$ cat src/rtl/sar_search_ctrl_pkg.sv
// Shared types and helpers for the successive-approximation search controller.
//   state_t      : controller state encoding
//   DefaultWidth : default operand width
//   flags_legal  : true when exactly one comparator flag is asserted
package sar_search_ctrl_pkg;

    localparam int unsigned DefaultWidth = 4;

    typedef enum logic [1:0] {
        StIdle  = 2'd0,
        StProbe = 2'd1,
        StCheck = 2'd2,
        StDone  = 2'd3
    } state_t;

    function automatic logic flags_legal(input logic gre, input logic less, input logic eq);
        return (gre ^ less ^ eq) & ~(gre & less & eq);
    endfunction

endpackage

$ cat src/rtl/sar_search_ctrl_if.sv
// Handshake bundle between the search controller and its environment.
//   start               : request a new search (environment -> controller)
//   cmp_gre/less/eq     : comparator flags for target vs. probe (environment -> controller)
//   probe               : current trial value (controller -> comparator b)
//   busy/done           : search in progress / one-cycle completion pulse
//   found/err/result    : search outcome, held until the next accepted start
interface sar_search_ctrl_if #(
    parameter int unsigned WIDTH = sar_search_ctrl_pkg::DefaultWidth
) ();
    logic             start;
    logic             cmp_gre;
    logic             cmp_less;
    logic             cmp_eq;
    logic [WIDTH-1:0] probe;
    logic             busy;
    logic             done;
    logic             found;
    logic             err;
    logic [WIDTH-1:0] result;

    // Controller side.
    modport master (
        input  start, cmp_gre, cmp_less, cmp_eq,
        output probe, busy, done, found, err, result
    );

    // Environment side: requester plus comparator.
    modport slave (
        output start, cmp_gre, cmp_less, cmp_eq,
        input  probe, busy, done, found, err, result
    );
endinterface

$ cat src/rtl/sar_search_ctrl.sv
// Successive-approximation search initiator. Drives MSB-first trial values on probe,
// reads the comparator flags back each cycle and converges on the target.
//   clk, rst_n : clock, asynchronous active-low reset
//   bus        : start request, comparator flags in; probe, busy, done, found, err, result out
module sar_search_ctrl
    import sar_search_ctrl_pkg::*;
#(
    parameter int unsigned WIDTH = DefaultWidth
) (
    input  logic                  clk,
    input  logic                  rst_n,
    sar_search_ctrl_if.master     bus
);
    localparam int unsigned      IdxW   = $clog2(WIDTH);
    localparam logic [IdxW-1:0]  MsbIdx = IdxW'(WIDTH - 1);
    localparam logic [WIDTH-1:0] One    = WIDTH'(1);

    state_t            state_q;
    logic [WIDTH-1:0]  acc_q;
    logic [WIDTH-1:0]  probe_q;
    logic [WIDTH-1:0]  result_q;
    logic [IdxW-1:0]   bit_idx_q;
    logic              busy_q;
    logic              done_q;
    logic              found_q;
    logic              err_q;

    logic              flags_ok;
    logic [WIDTH-1:0]  kept_acc;

    assign flags_ok = flags_legal(bus.cmp_gre, bus.cmp_less, bus.cmp_eq);
    // probe already carries the trial bit, so keeping it is just taking probe.
    assign kept_acc = bus.cmp_gre ? probe_q : acc_q;

    always_ff @(posedge clk or negedge rst_n) begin
        if (!rst_n) begin
            state_q   <= StIdle;
            acc_q     <= '0;
            probe_q   <= '0;
            result_q  <= '0;
            bit_idx_q <= MsbIdx;
            busy_q    <= 1'b0;
            done_q    <= 1'b0;
            found_q   <= 1'b0;
            err_q     <= 1'b0;
        end else begin
            done_q <= 1'b0;
            case (state_q)
                StIdle: begin
                    if (bus.start) begin
                        state_q   <= StProbe;
                        probe_q   <= One << MsbIdx;
                        acc_q     <= '0;
                        bit_idx_q <= MsbIdx;
                        found_q   <= 1'b0;
                        err_q     <= 1'b0;
                        result_q  <= '0;
                        busy_q    <= 1'b1;
                    end
                end
                StProbe: begin
                    if (!flags_ok) begin
                        state_q  <= StDone;
                        err_q    <= 1'b1;
                        found_q  <= 1'b0;
                        result_q <= acc_q;
                        busy_q   <= 1'b0;
                        done_q   <= 1'b1;
                    end else if (bus.cmp_eq) begin
                        state_q  <= StDone;
                        found_q  <= 1'b1;
                        result_q <= probe_q;
                        busy_q   <= 1'b0;
                        done_q   <= 1'b1;
                    end else if (bit_idx_q != '0) begin
                        acc_q     <= kept_acc;
                        bit_idx_q <= bit_idx_q - 1'b1;
                        probe_q   <= kept_acc | (One << (bit_idx_q - 1'b1));
                    end else begin
                        // All bits decided without a match: confirm acc itself.
                        acc_q   <= kept_acc;
                        probe_q <= kept_acc;
                        state_q <= StCheck;
                    end
                end
                StCheck: begin
                    found_q  <= flags_ok & bus.cmp_eq;
                    err_q    <= ~flags_ok;
                    result_q <= acc_q;
                    state_q  <= StDone;
                    busy_q   <= 1'b0;
                    done_q   <= 1'b1;
                end
                StDone: begin
                    state_q <= StIdle;
                end
                default: begin
                    state_q <= StIdle;
                end
            endcase
        end
    end

    assign bus.probe  = probe_q;
    assign bus.busy   = busy_q;
    assign bus.done   = done_q;
    assign bus.found  = found_q;
    assign bus.err    = err_q;
    assign bus.result = result_q;

endmodule

$ cat src/flat_wrapper.sv
// flat-port wrapper written by rule: the top's interface ports become plain ports
module sar_search_ctrl_flat import sar_search_ctrl_pkg::*;
#(
    parameter int unsigned WIDTH = DefaultWidth
)
  (clk, rst_n, bus_start, bus_cmp_gre, bus_cmp_less, bus_cmp_eq, bus_probe, bus_busy, bus_done, bus_found, bus_err, bus_result);
  sar_search_ctrl_if #(.WIDTH(WIDTH)) bus_i ();
  input  logic clk;
  input  logic rst_n;
  input wire logic [$bits(bus_i.start)-1:0] bus_start;
  input wire logic [$bits(bus_i.cmp_gre)-1:0] bus_cmp_gre;
  input wire logic [$bits(bus_i.cmp_less)-1:0] bus_cmp_less;
  input wire logic [$bits(bus_i.cmp_eq)-1:0] bus_cmp_eq;
  output wire logic [$bits(bus_i.probe)-1:0] bus_probe;
  output wire logic [$bits(bus_i.busy)-1:0] bus_busy;
  output wire logic [$bits(bus_i.done)-1:0] bus_done;
  output wire logic [$bits(bus_i.found)-1:0] bus_found;
  output wire logic [$bits(bus_i.err)-1:0] bus_err;
  output wire logic [$bits(bus_i.result)-1:0] bus_result;
  assign bus_i.start = bus_start;
  assign bus_i.cmp_gre = bus_cmp_gre;
  assign bus_i.cmp_less = bus_cmp_less;
  assign bus_i.cmp_eq = bus_cmp_eq;
  assign bus_probe = bus_i.probe;
  assign bus_busy = bus_i.busy;
  assign bus_done = bus_i.done;
  assign bus_found = bus_i.found;
  assign bus_err = bus_i.err;
  assign bus_result = bus_i.result;
  sar_search_ctrl #(.WIDTH(WIDTH)) u_core (.clk(clk), .rst_n(rst_n), .bus(bus_i));
endmodule
$ cat config.mk
export PLATFORM = sky130hd
export DESIGN_NAME = sar_search_ctrl_flat
export DESIGN_NICKNAME = d
export VERILOG_FILES = /design/src/rtl/sar_search_ctrl_pkg.sv /design/src/rtl/sar_search_ctrl_if.sv /design/src/rtl/sar_search_ctrl.sv /design/src/flat_wrapper.sv
export SDC_FILE = /design/constraint.sdc
export NUM_CORES = 1
export LEC_CHECK = 0
export CAP_MARGIN = 15
export CORE_ASPECT_RATIO = 1.1
export CORE_MARGIN = 3
export CORE_UTILIZATION = 40
export CTS_CLUSTER_DIAMETER = 30
export CTS_CLUSTER_SIZE = 40
export DETAILED_ROUTE_END_ITERATION = 8
export SLEW_MARGIN = 20
export SYNTH_ARGS = -nofsm -noshare
export SYNTH_HDL_FRONTEND = slang
export SYNTH_SLANG_ARGS = --single-unit
export TNS_END_PERCENT = 30
$ cat constraint.sdc
create_clock -name clk -period 2 [get_ports clk]
set_input_delay 0.6 -clock clk [delete_from_list [all_inputs] [get_ports clk]]
set_output_delay 0.6 -clock clk [all_outputs]
set_load 0.02 [all_outputs]
### Cell density map

6 x 6 tiles, from black (low) to pale yellow (high), 0 to 100% covered.
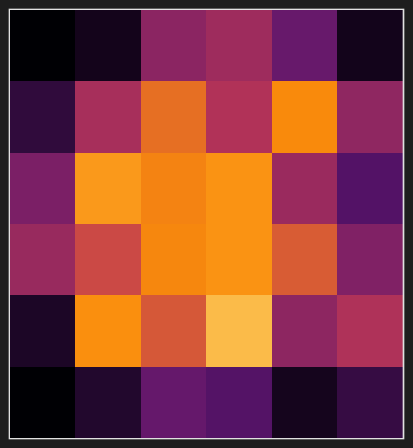
mean over tiles: 41%
fullest tile: 85%
tiles over 75% full: 14%
emptiest ninth of the die: top left
nearly empty tiles: 5.6%
densest ninth of the die: middle

### Cells colored by class

Scale bar: 20 um. Fill, decap, tap and diode cells in gray.
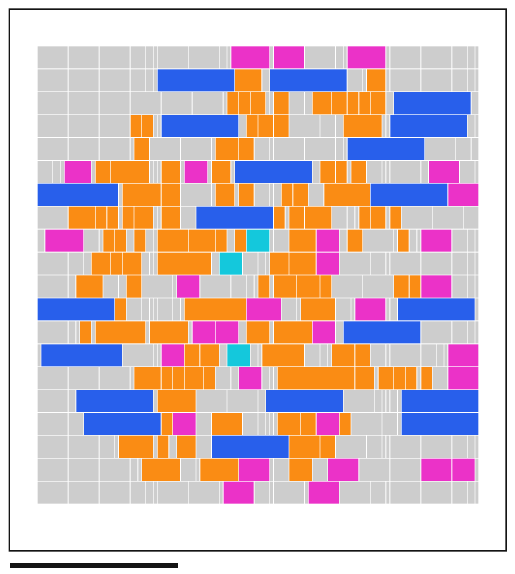
[other buffers and delay cells] magenta | cells: 30
[cells driving clock nets] cyan | cells: 3
[flip-flops] blue | cells: 20
[all other logic] orange | cells: 108

### Routed metal, one color a layer

Scale bar: 20 um. Two of the layers only.
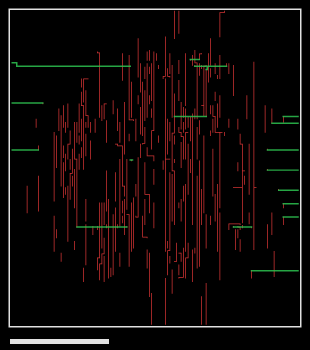
[met3] green | wire length: 106 um
[met2] red | wire length: 1350 um

### Congestion heat map

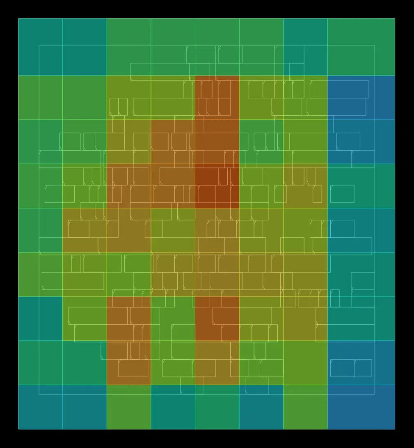
global router's overall resource usage: 0.159
met1 global-route usage: 0.210
final core utilization: 0.551
M3 GR Usage: 0.0242
most heavily used metal layer in global routing: met2

==> flow_summary.yaml <==
# synthesis and place-and-route metrics
synth:
  post_synth_ao_oa_area_fraction: 0.219
  synth.avg_cell_area_um2: 9.23
  synth-edff-count: 0
  synth_seq_share: 0.410
  ys_chip_area_um2: 1230
  xor_share: 0
  postSynthCellCount: 133
  post_synth_main_logic_family: "simple AND/OR/NAND/NOR gates"
  synth_warnings: 0
  netlist_area_um2: 1230
  top_cell: "sky130_fd_sc_hd__nand2_1"
  yosysTopAreaCellShare: 0.367
  numSynthFlops: 20
outcome:
  outcome: "finished clean"
sta:
  fmax_mhz: 505
  layout_min_cycle_time_ns: 1.98
  rsz0062_at_grt: "yes"
  finalSetupViolCount: 0
  worst_slew_pin_slew_ns: 0.307
  layout_setup_ws_ns: 0.0217
  post-route-period-util: 0.989
  clock_skew_ns: 0.00215
  report.final.hold_viol_count: 0
  totalNegativeSetupSlack_ns: 0
placement:
  dpl.hpwl_mm: 2.08
  placed_cell_area_um2: 1510
  io_buffers: 17
  gpl.final_weighted_congestion: 0.825
grt:
  grt_remaining_overflow: 0
  grt_start_max_net_pins: 21
  use_met2: 0.265
finish:
  fin_nets: 176
  post_layout_nonfiller_instances: 194
  final_layout_size_suffix_gt1_frac: 0.193
  filler_cell_count: 263
  area.growth.synth_to_final_pct: 28.0
  most_instantiated_logic_cell_after_routing: "sky130_fd_sc_hd__nand2_1"
drt:
  drc: 0
  met1_length_mm: 1.30
  drtIter0Drc: 36
  avgViaCountPerCell: 5.61
  ant_nets: 0
  route.detailed.wl_per_inst_um: 14.3
  route.final.wire_length_mm: 2.77
  met2_wirelength_mm: 1.35
  drt_pass1_iterations: 4
clock_network:
  clk_root_buffer_cell: "sky130_fd_sc_hd__clkbuf_4"
  post_cts_hold_buffer_count: 0
  cts_made_buffers: 3
  cts_resized: 4
  htree_levels: 1
  clk_transition_reported_paths_ns: 0.11
  cts_setup_buffers: 0
pwr:
  post-layout-total-power_mw: 2.24
  clock_power_share: 0.085
  power.combinational.total_mw: 1.37
  cell_internal_pwr_mw: 1.25
  ir_worst_vdd_v: 0.000948
  power.share.sequential: 0.304
  power.static_leakage_nw: 0.729
  switching_share: 0.442
  power-per-cell-area_nw_per_um2: 1430
floorplan:
  dieArea_um2: 3770
  io-pin-count: 18
  chipWidth_um: 58.8
  core_util_floorplan: 0.430
  die_y_um: 64.1
worst_setup_path:
  cp_slowest_stage_delay_ns: 0.52
  setup.reg_to_reg.worst_slack_ns: 0.28
  critical_path.reg2reg.startpoint: "u_core.state_q[0]$_DFFE_PN0P_"
  worst_path_dominant_cell_family: "AND-OR/OR-AND gates"
  crit_required_ns: 2.18
  maximum_fanout_encountered_on_the_critical_timing_path: 4
  worstSetupPathDepth: 6
  r2r_cells: 6
  path_cells: "clkdlybuf4s50_1 -> ha_4 -> and2b_1 -> o21a_1 -> a221oi_1 -> o21ai_0"
  regToRegEndpoint: "u_core.bus.probe[3]$_DFFE_PN0P_"
  timing.critical_path.slowest_stage_cell: "sky130_fd_sc_hd__clkdlybuf4s50_1"
  startpoint_type: "primary input"
  crit_path_end: "u_core.bus.result[0]$_DFFE_PN0P_"
worst_hold_path:
  min-delay-path-class: "register to register"
  worst_hold_startpoint: "u_core.bus.result[0]$_DFFE_PN0P_"
run:
  cap_viol_max_count: 0
[cells by family (layout without fill, tap and decap cells)]
logic type               Yosys count  count (layout)
AND/OR/NAND/NOR                   53              53
flip-flops                        20              20
adder cells (fa/ha/maj)            7               7
AND-OR/OR-AND                     37              37
buffers and inverters             13              41
multiplexers                       3               3
[sequential cells by signal, indices dropped and copies added (netlist names)]
name,cells
u_core.bus.err,1
u_core.bus.busy,1
u_core.bus.probe,4
u_core.bus.found,1
u_core.bus.result,4
u_core.acc_q,4
u_core.bit_idx_q,2
u_core.state_q,2
u_core.bus.done,1
[final cells by class]
cell class	instances	area, um2	area share
Multi-Input combinational cell	100	697	0.443
Sequential cell	20	503	0.320
Timing Repair Buffer	30	278	0.177
Tap cell	33	41.3	0.0263
Inverter	8	30.0	0.0191
Clock buffer	3	22.5	0.0143
Power and IR drop assume default switching activity.
